**Run 1: signal wires on met1**

(6 px per µm) Cells faint in the background.
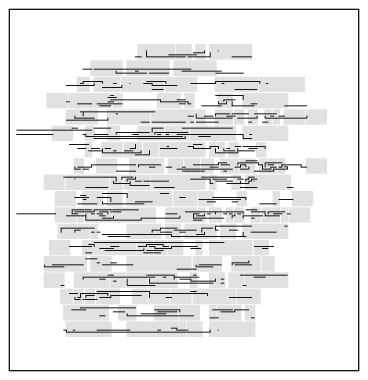
**Run 1: M2 wires**

(8 px per µm)
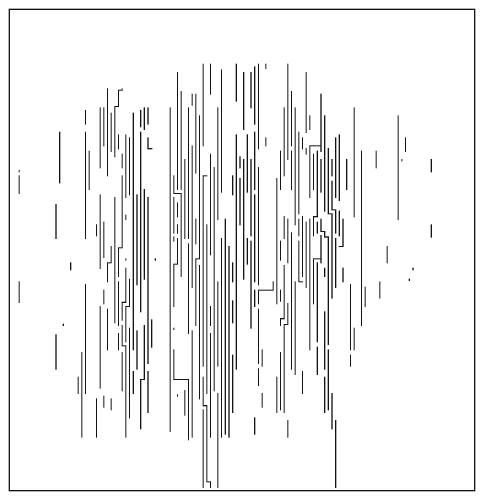
**Run 1: the metal 3 layer**

(4 px per µm) Cells faint in the background.
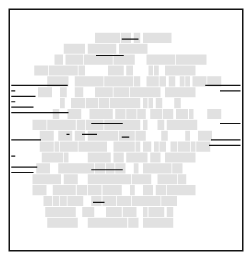
==> config.mk <==
export PLATFORM = sky130hd
export DESIGN_NAME = serial_fa_adder
export DESIGN_NICKNAME = d
export VERILOG_FILES = /design/src/rtl/serial_fa_adder.sv
export SDC_FILE = /design/constraint.sdc
export NUM_CORES = 1
export LEC_CHECK = 0
export CAP_MARGIN = 5
export CORE_AREA = 5 5 53 55
export DETAILED_ROUTE_END_ITERATION = 16
export DIE_AREA = 0 0 58 60
export PLACE_DENSITY = 0.75
export SLEW_MARGIN = 20
export SYNTH_ARGS = -nofsm -noshare
export SYNTH_HDL_FRONTEND = slang
export SYNTH_SLANG_ARGS = --single-unit
==> constraint.sdc <==
create_clock -name clk -period 1.1 [get_ports clk]
set_input_delay 0.165 -clock clk [delete_from_list [all_inputs] [get_ports clk]]
set_output_delay 0.165 -clock clk [all_outputs]
set_load 0.005 [all_outputs]
==> run summary, run 1 <==
The synthesis and place-and-route flow finished, so here is a summary.

The power in combinational cells came out at approximately 0.00046 W. The largest part of the power goes to registers. The ratio of total power to cell area came out at approximately 1300 nW/µm². The largest vdd supply drop came out at ~0.00096 V.

The count of final setup violators is 21. At the later pin of the worst-skew pair, clock insertion delay measures 0.34 ns. Once iteration 0 of detailed routing completed, the report listed 12 DRC markers. The tally of filler cells in the layout is 178. Yosys reports that the most numerous cell types are sky130_fd_sc_hd__dfxtp_1 (22), sky130_fd_sc_hd__nand2_1 (17), sky130_fd_sc_hd__a21oi_1 (10), sky130_fd_sc_hd__nor3_1 (9), sky130_fd_sc_hd__nand3_1 (7). The worst-case setup margin in the final layout is -0.172 ns.

Per the OpenROAD timing report, the critical path contains 7 cells. The run finished, with violations left. Setup repair after global routing could not meet its margin everywhere. The global router reports that the layer with the highest usage is met2. The combinational fraction of design power is 22.9%.

The initial antenna violation count was 0. The script computed the net switching share of total power as between 20 and 30%. Per STA, the library cell used most along the worst path is sky130_fd_sc_hd__buf_8. In the final layout, the clock buffer count is 3. The worst hold path was traced through 3 stages.

Summed over all instances, the cell type with the most area after synthesis is sky130_fd_sc_hd__dfxtp_1. Leaving out fill and tap cells, the most frequent cell in the layout is sky130_fd_sc_hd__nand2_1. Among all stages on the critical path, the largest delay is contributed by sky130_fd_sc_hd__dfxtp_2. The fraction of layout cells with a size suffix above 1 is about half. The checks that failed: setup timing. The most used flip-flop cell after synthesis is sky130_fd_sc_hd__dfxtp_1. The post-DP HPWL is between 1500 and 2000 µm.
## Picture notes: 'signal wires on met1'
wire length on this layer: 989 µm
nets with wire on the layer: 134
longest straight run: 23.9 µm
met1 usage in global routing: 15.4%
aggregate routed wire length: 2730 µm

## Picture notes: 'M2 wires'
wire length on this layer: 1,540 µm
longest straight run: 40.5 µm
main direction: vertical
nets with wire on the layer: 145
routed via count: 884
met2 GRT Util: 32.3%

## Picture notes: 'the metal 3 layer'
main direction: horizontal
share of all routed wire: 4.6%
wire length on this layer: 126 µm
nets with wire on the layer: 18
GR Util met3: 3.67%

--- run 2 (diff from run 1) ---
ABC_AREA = 1   (was not set)
PLACE_DENSITY = 0.78   (was 0.75)
==> run summary, run 2 <==
The synthesis and place-and-route flow finished, so here is a summary.

The flow ran to the end, but the final reports show violations. The checks that failed: setup timing. The tally of filler cells in the layout came to 203 (+14%). The total core area is approximately 2300 µm². The worst-case setup margin in the final layout is -0.0560 ns (+0.116 ns). The internal power consumption came out at 0.00127 W. The routed length on met2 came out at 1170 µm. The ratio of total power to cell area came out at 1140 nW/µm² (-11%). The dominant cell by count in the synthesized netlist is sky130_fd_sc_hd__nand2_1. The met3 global-route usage is 3.67% (unchanged). The post-DP HPWL was 1670 µm (+8.6%).

The most crowded layer after global routing is met2. The combinational fraction of design power came out at 23.0% (about the same). The logic depth of the worst path, buffers included came out at 3 (-4).

In the synthesized netlist, the cells that appear most often are sky130_fd_sc_hd__nand2_1 (26), sky130_fd_sc_hd__nor2_1 (24), sky130_fd_sc_hd__dfxtp_1 (22), sky130_fd_sc_hd__inv_1 (15). The maximum number of pins on one net before global-route repair came out at 13. The fraction of layout cells with a size suffix above 1 came to 36.0% (-16 points). Looking at the group totals, the largest power group turns out to be registers. Detailed placement reports a standard cell area of around 1300 µm². Input and output buffers added on the ports amount to 18.

Looking at the clock tree report, the maximum root-to-sink buffer count equals 2. The arrival time of data at the critical path endpoint is 0.99 ns. The hold-critical path depth came to 3 (unchanged). The count of final setup violators came out at 6 (-71%).

The initial DRC count is 11 (-1). The insertion delay to the later sink of the worst-skew pair is 0.30 ns (-0.04 ns). The routability congestion estimate came out at between 0.8 and 0.9. The largest vdd supply drop is 0.000601 V (-38%).

The share of total power consumed by net switching is 27.0% (+0.10 points). The sink count of the clock tree came out at 22. Setup repair after global routing could not meet its margin everywhere.

The number of clock buffer instances in the layout is 4 (+1). The most common flop cell mapped by yosys is sky130_fd_sc_hd__dfxtp_1. The power in combinational cells came out at 0.000399 W (-13%). The most numerous logic cell after layout is sky130_fd_sc_hd__nand2_1. The initial antenna violation count came out at 0 (unchanged). The sequential cell power came out at 0.000886 W. Looking at area per cell type in the netlist, the leader is sky130_fd_sc_hd__dfxtp_1. The worst setup timing slack at the placement stage came out at -0.205 ns. The transition time recorded at the tightest slew-check pin is around 0.29 ns.
**Run 2: signal wires on met1**

(6 px per µm) Cells faint in the background.
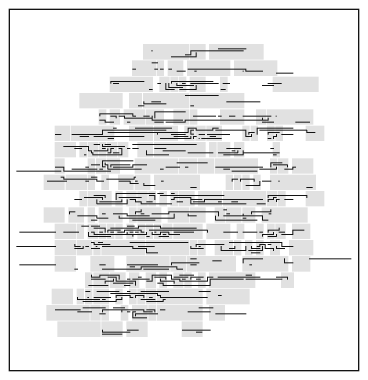
longest straight run: 13.8 µm
main direction: horizontal
nets with wire on the layer: 172
share of all routed wire: 44%
wire length on this layer: 1,020 µm
routed via count: 942
met1 usage in global routing: 16.3%

**Run 2: M2 wires**

(8 px per µm)
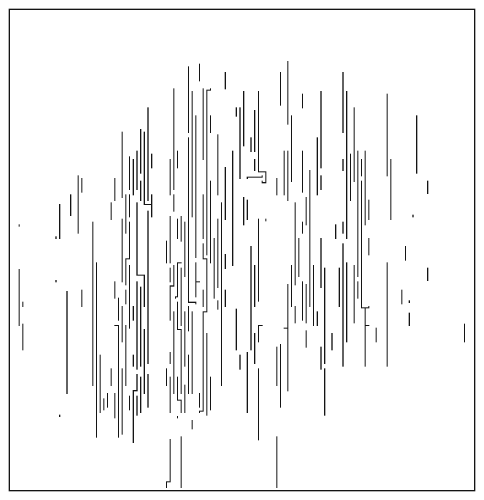
share of all routed wire: 50%
longest straight run: 22.8 µm
aggregate routed wire length: 2340 µm
met2 GRT Util: 25.6%

Power figures rest on the tool's default switching activity, not on a simulated workload.
